===== config.mk =====
export PLATFORM = sky130hd
export DESIGN_NAME = clk_div_multi_flat
export DESIGN_NICKNAME = d
export VERILOG_FILES = /design/src/rtl/clk_div_multi_pkg.sv /design/src/rtl/clk_div_multi_if.sv /design/src/rtl/clk_div_multi_ch.sv /design/src/rtl/clk_div_multi.sv /design/src/flat_wrapper.sv
export SDC_FILE = /design/constraint.sdc
export NUM_CORES = 1
export LEC_CHECK = 0
export CAP_MARGIN = 25
export CORE_MARGIN = 1
export CORE_UTILIZATION = 55
export CTS_CLUSTER_SIZE = 40
export DETAILED_ROUTE_END_ITERATION = 8
export PLACE_DENSITY = 0.76
export SLEW_MARGIN = 20
export SYNTH_ARGS = -nofsm -noshare
export SYNTH_HDL_FRONTEND = slang
export SYNTH_SLANG_ARGS = --single-unit

===== constraint.sdc =====
create_clock -name clk -period 2.3 [get_ports clk]
set_input_delay 0.345 -clock clk [delete_from_list [all_inputs] [get_ports clk]]
set_output_delay 0.345 -clock clk [all_outputs]
set_load 0.02 [all_outputs]

===== src/rtl/clk_div_multi_pkg.sv =====
// clk_div_pkg: shared constants and types for the clk_div_multi divider slice.
//   CNT_W_DEF   default width of period/high/counter fields
//   RST_PERIOD  period field loaded at reset (period = RST_PERIOD+1 cycles)
//   RST_HIGH    high-time loaded at reset
//   ch_idx_w()  width of a channel index, never less than 1
//   ch_state_e  per-channel run state (tracks "disabled last cycle")
package clk_div_pkg;

  localparam int unsigned CNT_W_DEF  = 16;
  localparam int unsigned RST_PERIOD = 1;
  localparam int unsigned RST_HIGH   = 1;

  function automatic int unsigned ch_idx_w(input int unsigned n);
    return (n > 1) ? $clog2(n) : 1;
  endfunction

  typedef enum logic {
    CH_IDLE,
    CH_RUN
  } ch_state_e;

endpackage


===== src/rtl/clk_div_multi_if.sv =====
// clk_div_multi_if: configuration bus of the multi-channel divider.
//   cfg_we      config write strobe, one cycle
//   cfg_ch      target channel of the write (out-of-range index is ignored)
//   cfg_period  period length minus 1
//   cfg_high    number of high cycles per period
//   cfg_pend    per-channel flag: shadow written but not yet active
// master drives the write fields and observes cfg_pend; slave is the divider.
interface clk_div_multi_if
  import clk_div_pkg::*;
#(
  parameter int unsigned NUM_CH = 3,
  parameter int unsigned CNT_W  = CNT_W_DEF
) ();

  localparam int unsigned CW = ch_idx_w(NUM_CH);

  logic              cfg_we;
  logic [CW-1:0]     cfg_ch;
  logic [CNT_W-1:0]  cfg_period;
  logic [CNT_W-1:0]  cfg_high;
  logic [NUM_CH-1:0] cfg_pend;

  modport master (
    output cfg_we, cfg_ch, cfg_period, cfg_high,
    input  cfg_pend
  );

  modport slave (
    input  cfg_we, cfg_ch, cfg_period, cfg_high,
    output cfg_pend
  );

endinterface


===== src/rtl/clk_div_multi_ch.sv =====
// clk_div_ch: one divider channel.
//   clk, rst_n  system clock, asynchronous active-low reset
//   en          run enable, level-sensitive
//   we          shadow write strobe for this channel
//   period/high new shadow values {P, H}
//   sync        forced period start (tie low when unused)
//   pend        shadow written but not yet loaded into the active set
//   clk_out     divided waveform, registered
//   tick        one-cycle pulse at each period start, registered
// Shadow {P,H} is copied to the active set only at a period start, so the
// counter can never run past P_act and the waveform never glitches.
module clk_div_ch
  import clk_div_pkg::*;
#(
  parameter int unsigned CNT_W = CNT_W_DEF
) (
  input  logic             clk,
  input  logic             rst_n,
  input  logic             en,
  input  logic             we,
  input  logic [CNT_W-1:0] period,
  input  logic [CNT_W-1:0] high,
  input  logic             sync,
  output logic             pend,
  output logic             clk_out,
  output logic             tick
);

  logic [CNT_W-1:0] p_sh;
  logic [CNT_W-1:0] h_sh;
  logic [CNT_W-1:0] p_act;
  logic [CNT_W-1:0] h_act;
  logic [CNT_W-1:0] cnt;
  logic [CNT_W-1:0] cnt_inc;
  logic [CNT_W-1:0] h_new;
  logic             ps;
  ch_state_e        state;

  always_comb begin
    cnt_inc = cnt + CNT_W'(1);
    // Period start: enable edge, natural wrap, or external realign.
    ps      = en && ((state == CH_IDLE) || (cnt == p_act) || sync);
    // High-time that will be active after this edge's period start.
    h_new   = pend ? h_sh : h_act;
  end

  always_ff @(posedge clk or negedge rst_n) begin
    if (!rst_n) begin
      state   <= CH_IDLE;
      p_sh    <= CNT_W'(RST_PERIOD);
      h_sh    <= CNT_W'(RST_HIGH);
      p_act   <= CNT_W'(RST_PERIOD);
      h_act   <= CNT_W'(RST_HIGH);
      pend    <= 1'b0;
      cnt     <= '0;
      clk_out <= 1'b0;
      tick    <= 1'b0;
    end else begin
      state <= en ? CH_RUN : CH_IDLE;

      if (we) begin
        p_sh <= period;
        h_sh <= high;
      end

      // A write on a period-start edge re-arms pend for the next period;
      // the load below still uses the pre-write shadow.
      if (we) begin
        pend <= 1'b1;
      end else if (ps) begin
        pend <= 1'b0;
      end

      if (ps) begin
        if (pend) begin
          p_act <= p_sh;
          h_act <= h_sh;
        end
        cnt     <= '0;
        tick    <= 1'b1;
        clk_out <= (h_new != '0);
      end else if (en) begin
        cnt     <= cnt_inc;
        tick    <= 1'b0;
        clk_out <= (cnt_inc < h_act);
      end else begin
        cnt     <= '0;
        tick    <= 1'b0;
        clk_out <= 1'b0;
      end
    end
  end

endmodule


===== src/rtl/clk_div_multi.sv =====
// clk_div_multi: multi-channel programmable clock-enable/divider generator.
//   clk       system clock
//   rst_n     asynchronous active-low reset
//   ch_en     per-channel run enable
//   cfg       configuration bus (clk_div_multi_if.slave)
//   clk_out   per-channel divided waveform, registered
//   tick      per-channel period-start pulse, registered
//   sync_in   global phase realign, present only with CLK_DIV_SYNC_EN
// Optional feature macro: CLK_DIV_SYNC_EN.
module clk_div_multi
  import clk_div_pkg::*;
#(
  parameter int unsigned NUM_CH = 3,
  parameter int unsigned CNT_W  = CNT_W_DEF
) (
  input  logic                clk,
  input  logic                rst_n,
  input  logic [NUM_CH-1:0]   ch_en,
  clk_div_multi_if.slave      cfg,
  output logic [NUM_CH-1:0]   clk_out,
  output logic [NUM_CH-1:0]   tick
`ifdef CLK_DIV_SYNC_EN
  ,
  input  logic                sync_in
`endif
);

  localparam int unsigned CW = ch_idx_w(NUM_CH);

  logic [NUM_CH-1:0] ch_we;
  logic [NUM_CH-1:0] pend;
  logic              sync;

`ifdef CLK_DIV_SYNC_EN
  assign sync = sync_in;
`else
  assign sync = 1'b0;
`endif

  // Indices at or above NUM_CH match no channel, so such writes are dropped.
  for (genvar i = 0; i < NUM_CH; i++) begin : g_ch
    assign ch_we[i] = cfg.cfg_we && (cfg.cfg_ch == CW'(i));

    clk_div_ch #(
      .CNT_W(CNT_W)
    ) u_ch (
      .clk    (clk),
      .rst_n  (rst_n),
      .en     (ch_en[i]),
      .we     (ch_we[i]),
      .period (cfg.cfg_period),
      .high   (cfg.cfg_high),
      .sync   (sync),
      .pend   (pend[i]),
      .clk_out(clk_out[i]),
      .tick   (tick[i])
    );
  end

  assign cfg.cfg_pend = pend;

endmodule


===== src/flat_wrapper.sv =====
// flat-port wrapper written by rule: the top's interface ports become plain ports
module clk_div_multi_flat import clk_div_pkg::*;
#(
  parameter int unsigned NUM_CH = 3,
  parameter int unsigned CNT_W  = CNT_W_DEF
)
  (clk, rst_n, ch_en, clk_out, tick, cfg_cfg_we, cfg_cfg_ch, cfg_cfg_period, cfg_cfg_high, cfg_cfg_pend);
  clk_div_multi_if #(.NUM_CH(NUM_CH), .CNT_W(CNT_W)) cfg_i ();
  input  logic clk;
  input  logic rst_n;
  input  logic [NUM_CH-1:0] ch_en;
  output logic [NUM_CH-1:0] clk_out;
  output logic [NUM_CH-1:0] tick;
  input wire logic [$bits(cfg_i.cfg_we)-1:0] cfg_cfg_we;
  input wire logic [$bits(cfg_i.cfg_ch)-1:0] cfg_cfg_ch;
  input wire logic [$bits(cfg_i.cfg_period)-1:0] cfg_cfg_period;
  input wire logic [$bits(cfg_i.cfg_high)-1:0] cfg_cfg_high;
  output wire logic [$bits(cfg_i.cfg_pend)-1:0] cfg_cfg_pend;
  assign cfg_i.cfg_we = cfg_cfg_we;
  assign cfg_i.cfg_ch = cfg_cfg_ch;
  assign cfg_i.cfg_period = cfg_cfg_period;
  assign cfg_i.cfg_high = cfg_cfg_high;
  assign cfg_cfg_pend = cfg_i.cfg_pend;
  clk_div_multi #(.NUM_CH(NUM_CH), .CNT_W(CNT_W)) u_core (.clk(clk), .rst_n(rst_n), .ch_en(ch_en), .cfg(cfg_i), .clk_out(clk_out), .tick(tick));
endmodule

**Wire density map**

The bar under the picture is 50 µm long. 30 x 30 tiles, from black (low) to pale yellow (high), scaled to the fullest tile. Values are wire area over tile area, all layers added.
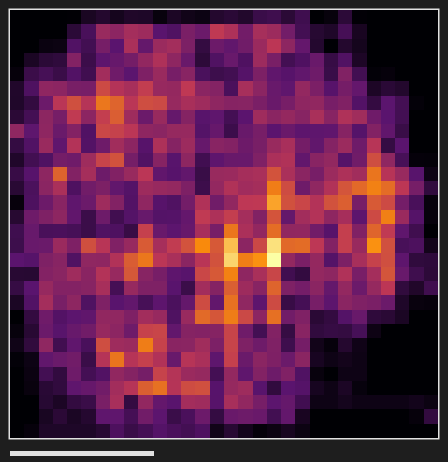
fullest tile: 0.72
densest ninth of the die: middle
nearly empty tiles: 13%
emptiest ninth of the die: bottom right
tiles over half the peak: 11%
mean over tiles: 0.20
All-Layer GR Usage: 25.9%
WL/cell: 21.2 µm

**Placement by cell class**

The bar under the picture is 50 µm long.
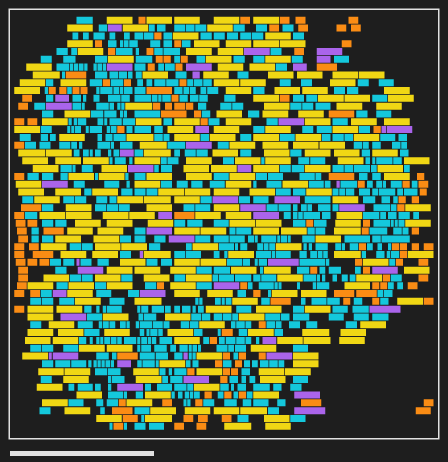
legend:
  registers:
    colour: yellow
    cells: 252
    share_of_their_area: 43%
  remaining buffers and delay cells:
    colour: orange
    cells: 138
    share_of_their_area: 9.6%
  remaining logic cells:
    colour: cyan
    cells: 644
    share_of_their_area: 41%
  clock drivers and dummy loads:
    colour: purple
    cells: 48
    share_of_their_area: 6.5%
flop share of the area: 42.4%
core area: 21100 µm²
Core Util, Final: 70.8%
Rows: 53
post-route cell area: 14900 µm²

**Routing congestion**

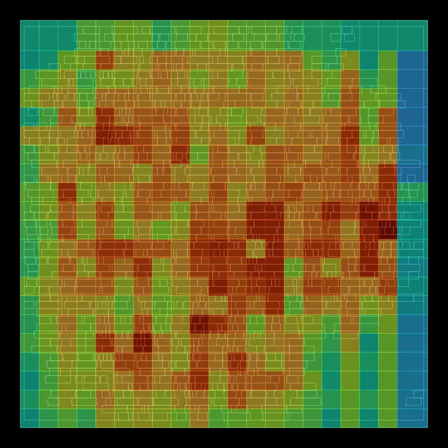
M2 GR Usage: 43.1%
gr busiest metal: met2

**Routed metal, one colour a layer**

The bar under the picture is 50 µm long. Only two layers are drawn.
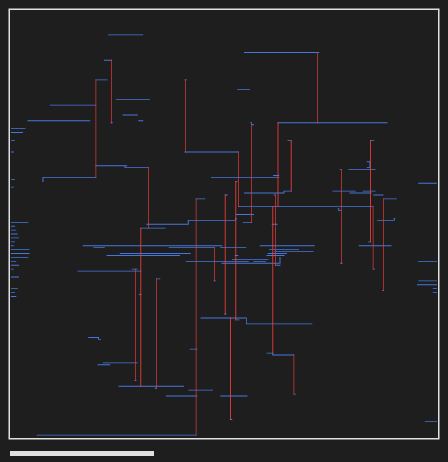
legend:
  M3:
    colour: blue
    wire_length: 952 µm
  M4:
    colour: red
    wire_length: 788 µm
drt total wl: 28700 µm
DR vias: 7755

**Gate-type map**

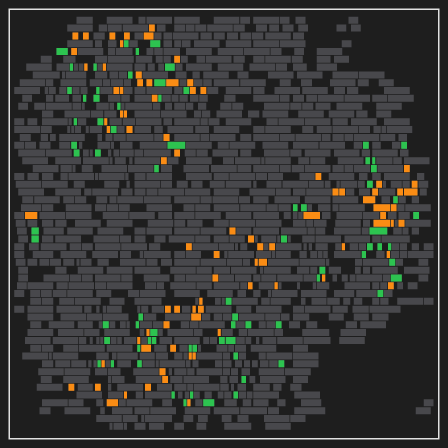
legend:
  nor cells:
    colour: orange
    cells: 85
    most_used: nor2b_1
    where: widely spread
  nand cells:
    colour: green
    cells: 75
    most_used: nand4_1
    where: widely spread
most used logic cell in the final layout: dfrtp_1
Finished Layout Cells: 1357
Comb area share: 38.1%

==> impl_metrics.csv <==
group,metric,value,unit
power_and_ir_drop,power.density,961,nW/µm²
place,place_inst,1288,
finish,comb_cells,586,
global_routing,first_global_vias,8065,
timing,rsz0062_at_grt,"true",
routing,viasPerCell,5.71,
finish,buffer_area_share,9.37,%
cts,cts.sinks,252,
floorplan,pin_count,49,
synth,synth_flops,252,
synth,synth_cell_types,51,
synth,edf_count,0,
timing,setup_slack,-0.100,ns
power_and_ir_drop,swShare,28.0,%
floorplan,die_w,149,µm
flow_run,cap_violations,0,
floorplan,fp_util,56.4,%
setup_path,r2r_end,"u_core.g_ch[1].u_ch.p_act[9]",
synth,synth.area.top_cells,"dfrtp_1, mux2_2, ha_1",
synth,synth_top_flop_cell,"dfrtp_1",
synth,top_cell_area_share,50.5,%
timing,setup_viol,62,
status,outcome,"finished with violations",
cts,insertion_delay,0.52,ns
finish,clk_share,6.36,%
timing,tightest_slew,0.505,ns
synth,yosys-top-cells-count,"dfrtp_1, mux2_2, inv_1",
power_and_ir_drop,intPower,10.3,mW
routing,drt_iter0_markers,465,
timing,whs,0.350,ns
floorplan,nWellTaps,275,
cts,h-tree-depth,1,
synth,synth_area,11900,µm²
power_and_ir_drop,p_leak,7.04,nW
finish,seqCellArea,6330,µm²
finish,syn_to_final_growth,25.4,%
timing,fmax,0.417,GHz
timing,finalCriticalPeriod,2.40,ns
setup_path,reg2reg_slack,-0.10,ns
synth,yosys_warnings,0,
synth,synth_seq_share,53.1,%
routing,first_pass_iters,4,
synth,ys_sh_aoi,2.96,%
synth,xor_share,6.69,%
cts,clkSlewWorstSetupHoldPaths,0.06,ns
global_routing,grt_pass1_wl,44400,µm
place,place_congestion,0.896,
power_and_ir_drop,finalPower,14.3,mW
cts,clockBufferDepth,3,
setup_path,startpoint,"u_core.g_ch[1].u_ch.cnt[9]",
routing,drc,0,
setup_path,rr_startpoint,"u_core.g_ch[1].u_ch.cnt[9]",
finish,clkbuf_count,42,
finish,diodes,0,
hold_path,hp-class,"input pin to asynchronous set/reset pin",
global_routing,grt_use_met3,3.52,%
routing,antenna_left,0,
routing,met1Wirelength,13000,µm
global_routing,grt.overflow.total,0,
setup_path,arrival,2.81,ns
timing,relSlewSlack,66.3,%
setup_path,startpoint_type,"flop",
synth,ys_sh_adder,5.05,%
power_and_ir_drop,clkPwrFrac,31.7,%
synth,top_area_cell,"dfrtp_1",
timing,finalSetupTns,-2.48,ns
power_and_ir_drop,seqPwrFrac,45.9,%
timing,timing.final.crit_share,104,%
global_routing,grt_max_degree,59,
setup_path,end_kind,"flop",
routing,top_layer,"met4",
power_and_ir_drop,power_switching,4.01,mW
place,place_area,13200,µm²
finish,seq_cell_count,252,
finish,dominant_cells,"flip-flops and latches",
finish,nets,1151,
place,hpwl,19200,µm
synth,ys_cells,932,
synth,synth.logic.top_family,"multiplexers",
synth,async_flop_share,100,%
finish,fillers,1365,
setup_path,reg2reg_depth,9,
timing,finClkSkew,0.0114,ns
synth,fp_nets,1020,
cts,cts_tree,"done",
finish,inv_count,58,
routing,met3WireLength,951,µm
setup_path,crit_end,"u_core.g_ch[1].u_ch.p_act[9]",
finish,mostFrequentLayoutCells,"dfrtp_1, mux2_2, buf_4, mux2_4, inv_1",
synth,syn_inst,932,
finish,logic_area,5690,µm²
timing,slew_violations,0,
timing,finalHoldViolCount,0,
floorplan,die_h,149,µm
synth,yosysMostFrequentCell,"dfrtp_1",
finish,drive_gt1_share,38.1,%
synth,yosys_area,11900,µm²
setup_path,crit_required,2.71,ns
cts,cts-buffers-inserted,27,
power_and_ir_drop,ir_drop,0.000678,V
flow_run,warning_count,28,
global_routing,grt_antenna_before_repair,0,
synth,simple_gate_area_share,9.39,%
floorplan,chipArea,22200,µm²
routing,routed-wl-met2,14000,µm
cts,cts_root_buf,"clkbuf_16",
global_routing,grtUsageMet1,35.6,%
power_and_ir_drop,p_comb_share,22.5,%
setup_path,crit_type,"flop to flop",
synth,muxShareOfSynthArea,19.2,%
synth,syn_area_per_cell,12.8,µm²
status,violations,"setup timing",
setup_path,critPathMaxFanout,12,
finish,non_clock_buffer_count,138,
place,place_ws,-0.195,ns
place,port_buffers,48,
==> what timing repair did <==
item | CTS | global route
setup buffers | 8 | 11
pin swaps | 27 | 35
hold buffers | 1 | 0
gates resized | 39 | 83
gates cloned | 1 | 4
endpoints found under the hold margin | 52 | 0
setup endpoints to repair | 35 | 92
==> worst max-delay path, cell delays in order, from the launching register on <==
cell	delay [ns]
dfrtp_1	0.40
buf_6	0.13
xnor2_2	0.15
nand4_1	0.18
o41ai_2	0.39
buf_4	0.19
nand2_4	0.06
nor2_4	0.22
buf_12	0.20
mux2_2	0.35
==> power by group through the flow <==
stage,clock network [mW],registers [mW],logic [mW]
finish,4.55,6.58,3.22
global route,4.78,6.69,3.52
CTS,4.61,6.52,2.96
detailed placement,0,6.57,2.87
global placement,0,6.52,2.74
floorplan,0,6.18,2.21
No activity file was given, so power comes from the tool's default toggle rates.
